$ cat src/rtl/com_dispatcher.sv
// Command dispatcher: fetches command words from the FIFO, expands LOAD/COMPUTE/STORE
// into address bursts on a valid/ready port, and replays the list on ITER_END.
module com_dispatcher #(
  parameter  int OP_W   = 3,
  parameter  int ADDR_W = 10,
  parameter  int LEN_W  = 8,
  parameter  int ITER_W = 8,
  localparam int CMD_W  = OP_W + ADDR_W + LEN_W
) (
  input  logic              wclk,
  input  logic              reset,
  input  logic              start,
  input  logic [ITER_W-1:0] iter_count,
  output logic              fifo_rinc,
  input  logic [CMD_W-1:0]  fifo_rdata,
  output logic              replay_iter_flag,
  output logic              iss_valid,
  input  logic              iss_ready,
  output logic [OP_W-1:0]   iss_op,
  output logic [ADDR_W-1:0] iss_addr,
  output logic              iss_last,
  output logic [ITER_W-1:0] iter_idx,
  output logic              busy,
  output logic              done,
  output logic              err
);

  typedef enum logic [2:0] {
    S_IDLE, S_FETCH, S_WAIT, S_ISSUE, S_REPLAY, S_DONE
  } state_t;

  localparam logic [OP_W-1:0] OP_NOP   = OP_W'(0);
  localparam logic [OP_W-1:0] OP_LOAD  = OP_W'(1);
  localparam logic [OP_W-1:0] OP_COMP  = OP_W'(2);
  localparam logic [OP_W-1:0] OP_STORE = OP_W'(3);
  localparam logic [OP_W-1:0] OP_ITER  = OP_W'(4);
  localparam logic [OP_W-1:0] OP_BAD5  = OP_W'(5);
  localparam logic [OP_W-1:0] OP_BAD6  = OP_W'(6);

  state_t              state_reg, state_next;
  logic [OP_W-1:0]     op_reg;
  logic [ADDR_W-1:0]   addr_reg;
  logic [LEN_W-1:0]    len_reg;
  logic [LEN_W:0]      beat_reg;
  logic [ITER_W-1:0]   iter_lat_reg;
  logic [ITER_W-1:0]   iter_idx_reg;
  logic                err_reg;

  logic [OP_W-1:0]     rd_op;
  logic [ADDR_W-1:0]   rd_addr;
  logic [LEN_W-1:0]    rd_len;
  logic [ITER_W:0]     iter_inc;
  logic                last_beat;

  assign rd_op     = fifo_rdata[CMD_W-1 -: OP_W];
  assign rd_addr   = fifo_rdata[LEN_W +: ADDR_W];
  assign rd_len    = fifo_rdata[LEN_W-1:0];
  // One bit wider so iter_idx+1 cannot wrap when compared against the latched count
  assign iter_inc  = {1'b0, iter_idx_reg} + (ITER_W+1)'(1);
  assign last_beat = (beat_reg == {1'b0, len_reg});

  always_comb begin
    state_next = state_reg;
    case (state_reg)
      S_IDLE:   if (start) state_next = S_FETCH;
      S_FETCH:  state_next = S_WAIT;
      S_WAIT: begin
        case (rd_op)
          OP_NOP, OP_BAD5, OP_BAD6:   state_next = S_FETCH;
          OP_LOAD, OP_COMP, OP_STORE: state_next = S_ISSUE;
          OP_ITER: state_next = (iter_inc < {1'b0, iter_lat_reg}) ? S_REPLAY : S_DONE;
          default:                    state_next = S_DONE;
        endcase
      end
      S_ISSUE:  if (iss_ready && last_beat) state_next = S_FETCH;
      S_REPLAY: state_next = S_FETCH;
      S_DONE:   state_next = S_IDLE;
      default:  state_next = S_IDLE;
    endcase
  end

  always_ff @(posedge wclk or negedge reset) begin
    if (!reset) begin
      state_reg    <= S_IDLE;
      op_reg       <= '0;
      addr_reg     <= '0;
      len_reg      <= '0;
      beat_reg     <= '0;
      iter_lat_reg <= '0;
      iter_idx_reg <= '0;
      err_reg      <= 1'b0;
    end else begin
      state_reg <= state_next;
      case (state_reg)
        S_IDLE: begin
          if (start) begin
            iter_lat_reg <= (iter_count == '0) ? ITER_W'(1) : iter_count;
            iter_idx_reg <= '0;
            err_reg      <= 1'b0;
          end
        end
        S_WAIT: begin
          op_reg   <= rd_op;
          addr_reg <= rd_addr;
          len_reg  <= rd_len;
          beat_reg <= '0;
          if (rd_op == OP_BAD5 || rd_op == OP_BAD6) err_reg <= 1'b1;
        end
        S_ISSUE:  if (iss_ready) beat_reg <= beat_reg + (LEN_W+1)'(1);
        S_REPLAY: iter_idx_reg <= iter_idx_reg + ITER_W'(1);
        default: ;
      endcase
    end
  end

  // Issue fields are gated by valid so they read zero outside a burst
  assign iss_valid        = (state_reg == S_ISSUE);
  assign iss_op           = iss_valid ? op_reg : '0;
  assign iss_addr         = iss_valid ? (addr_reg + ADDR_W'(beat_reg)) : '0;
  assign iss_last         = iss_valid && last_beat;
  assign fifo_rinc        = (state_reg == S_FETCH);
  assign replay_iter_flag = (state_reg == S_REPLAY);
  assign done             = (state_reg == S_DONE);
  assign busy             = (state_reg != S_IDLE);
  assign iter_idx         = iter_idx_reg;
  assign err              = err_reg;

endmodule
$ cat config.mk
export PLATFORM = sky130hd
export DESIGN_NAME = com_dispatcher
export DESIGN_NICKNAME = d
export VERILOG_FILES = /design/src/rtl/com_dispatcher.sv
export SDC_FILE = /design/constraint.sdc
export NUM_CORES = 1
export LEC_CHECK = 0
export ABC_CLOCK_PERIOD_IN_PS = 5300
export CORE_AREA = 3 3 84 86
export CTS_CLUSTER_DIAMETER = 120
export DETAILED_ROUTE_END_ITERATION = 10
export DIE_AREA = 0 0 87 89
export PLACE_DENSITY = 0.71
export REMOVE_ABC_BUFFERS = 1
export SETUP_SLACK_MARGIN = 0.02
export SLEW_MARGIN = 20
export SYNTH_ARGS = -nofsm -noshare
export SYNTH_HDL_FRONTEND = slang
export SYNTH_SLANG_ARGS = --single-unit
export TNS_END_PERCENT = 1
$ cat constraint.sdc
create_clock -name wclk -period 5.3 [get_ports wclk]
set_input_delay 0.795 -clock wclk [delete_from_list [all_inputs] [get_ports wclk]]
set_output_delay 0.795 -clock wclk [all_outputs]
set_load 0.02 [all_outputs]
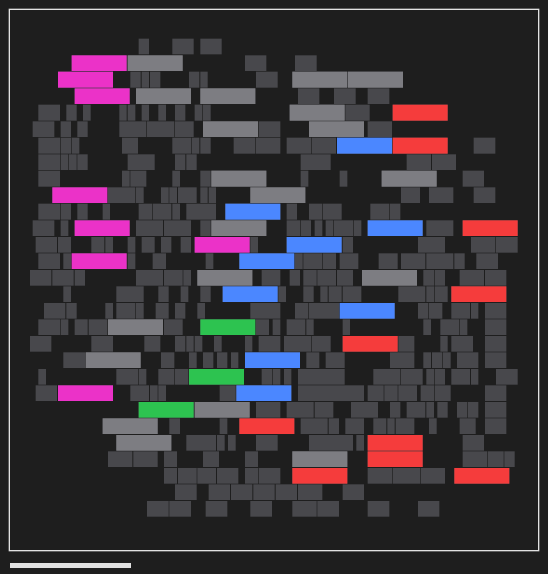
ff_map.png
The bar under the picture is 20 µm long. Other sequential cells in the stronger gray, the rest of the logic in the fainter gray.
| signal | color | flops |
|---|---|---|
| addr_reg | red | 10 |
| state_reg | green | 3 |
| iter_lat_reg | magenta | 8 |
| beat_reg | blue | 9 |
not colored: 20
Flop area: 0.00125 mm²
flop share of the area: 34.6%
sequential logic power: 659 µW

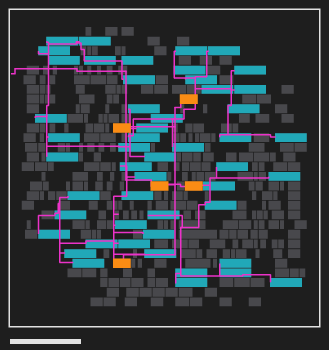
clock_wires.png
The bar under the picture is 20 µm long.
[clock wires] magenta | length: 626 µm
[flip-flops] cyan | count: 50
[clock-net drivers] orange | count: 5
routed clock nets: 6
clock skew: 2.96 ps
clock group share of total power: 14.4%
Clock net power: 266 µW

==> impl_metrics.env <==
# yosys + openroad results
export IMPL_status="finished, final reports clean"
export IMPL_final_clk_cell_share_pct=2.94
export IMPL_synth_chip_area_mm2=0.00284
export IMPL_die_x_um=87
export IMPL_tightest_slew_ps=627
export IMPL_slew_headroom_pct=58.2
export IMPL_routed_top_layer="met4"
export IMPL_coreArea_mm2=0.00635
export IMPL_final_area_mm2=0.00362
export IMPL_powerComb_uw=914
export IMPL_layout_top_cell="clkdlybuf4s50_1"
export IMPL_topCombFamilyByArea="simple AND/OR/NAND/NOR gates"
export IMPL_ys_cells=288
export IMPL_simple_gate_area_share_pct=19.1
export IMPL_wl_met1_mm=2.70
export IMPL_fmaxAchievable_ghz=0.268
export IMPL_end_kind="primary output"
export IMPL_comb_area_share_pct=41.6
export IMPL_muxShareOfSynthArea_pct=8.28
export IMPL_grt_max_degree=51
export IMPL_crit_slowest_cell="clkdlybuf4s50_1"
export IMPL_first_pass_iters=4
export IMPL_htreeDepth=2
export IMPL_p_switching_uw=707
export IMPL_worst_slack_ps=1570
export IMPL_ys_types=43
export IMPL_switching_share_pct=38.4
export IMPL_placed_cells=420
export IMPL_io_buffers=60
export IMPL_flop_cell="dfrtp_1"
export IMPL_synth_edff_count=0
export IMPL_via_per_inst=5.26
export IMPL_arrival_ps=2940
export IMPL_rrSetupSlack_ps=3210
export IMPL_use_met1_pct=21.4
export IMPL_flops=50
export IMPL_cts_tree="built"
export IMPL_netlist_area_mm2=0.00284
export IMPL_timing_hold_ws_ps=504
export IMPL_finalSetupViolCount=0
export IMPL_hold_path_depth=2
export IMPL_start_kind="flop"
export IMPL_grt_pass1_vias=2224
export IMPL_die_y_um=89
export IMPL_min_path_type="reg2reg"
export IMPL_holdBufCountCts=0
export IMPL_crit_cells=8
export IMPL_r2r_start="iter_idx[2]$_DFFE_PN0P_"
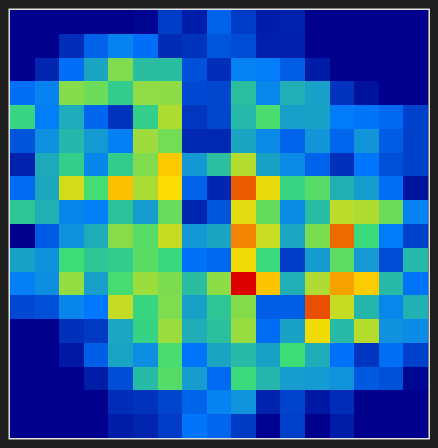
route_heat.png
The die is cut into 17 by 18 equal tiles; dark blue is low, red is high, scaled to the fullest tile. Values are wire area over tile area, all layers added.
mean over tiles: 0.12
tiles over half the peak: 19%
fullest tile: 0.42
nearly empty tiles: 16%
vias post-DR: 2253
total wire length: 6.08 mm
drt wl/cell: 14.2 µm
GRT Resource Usage Total: 16.8%

Power is estimated from default activity; no workload was simulated.
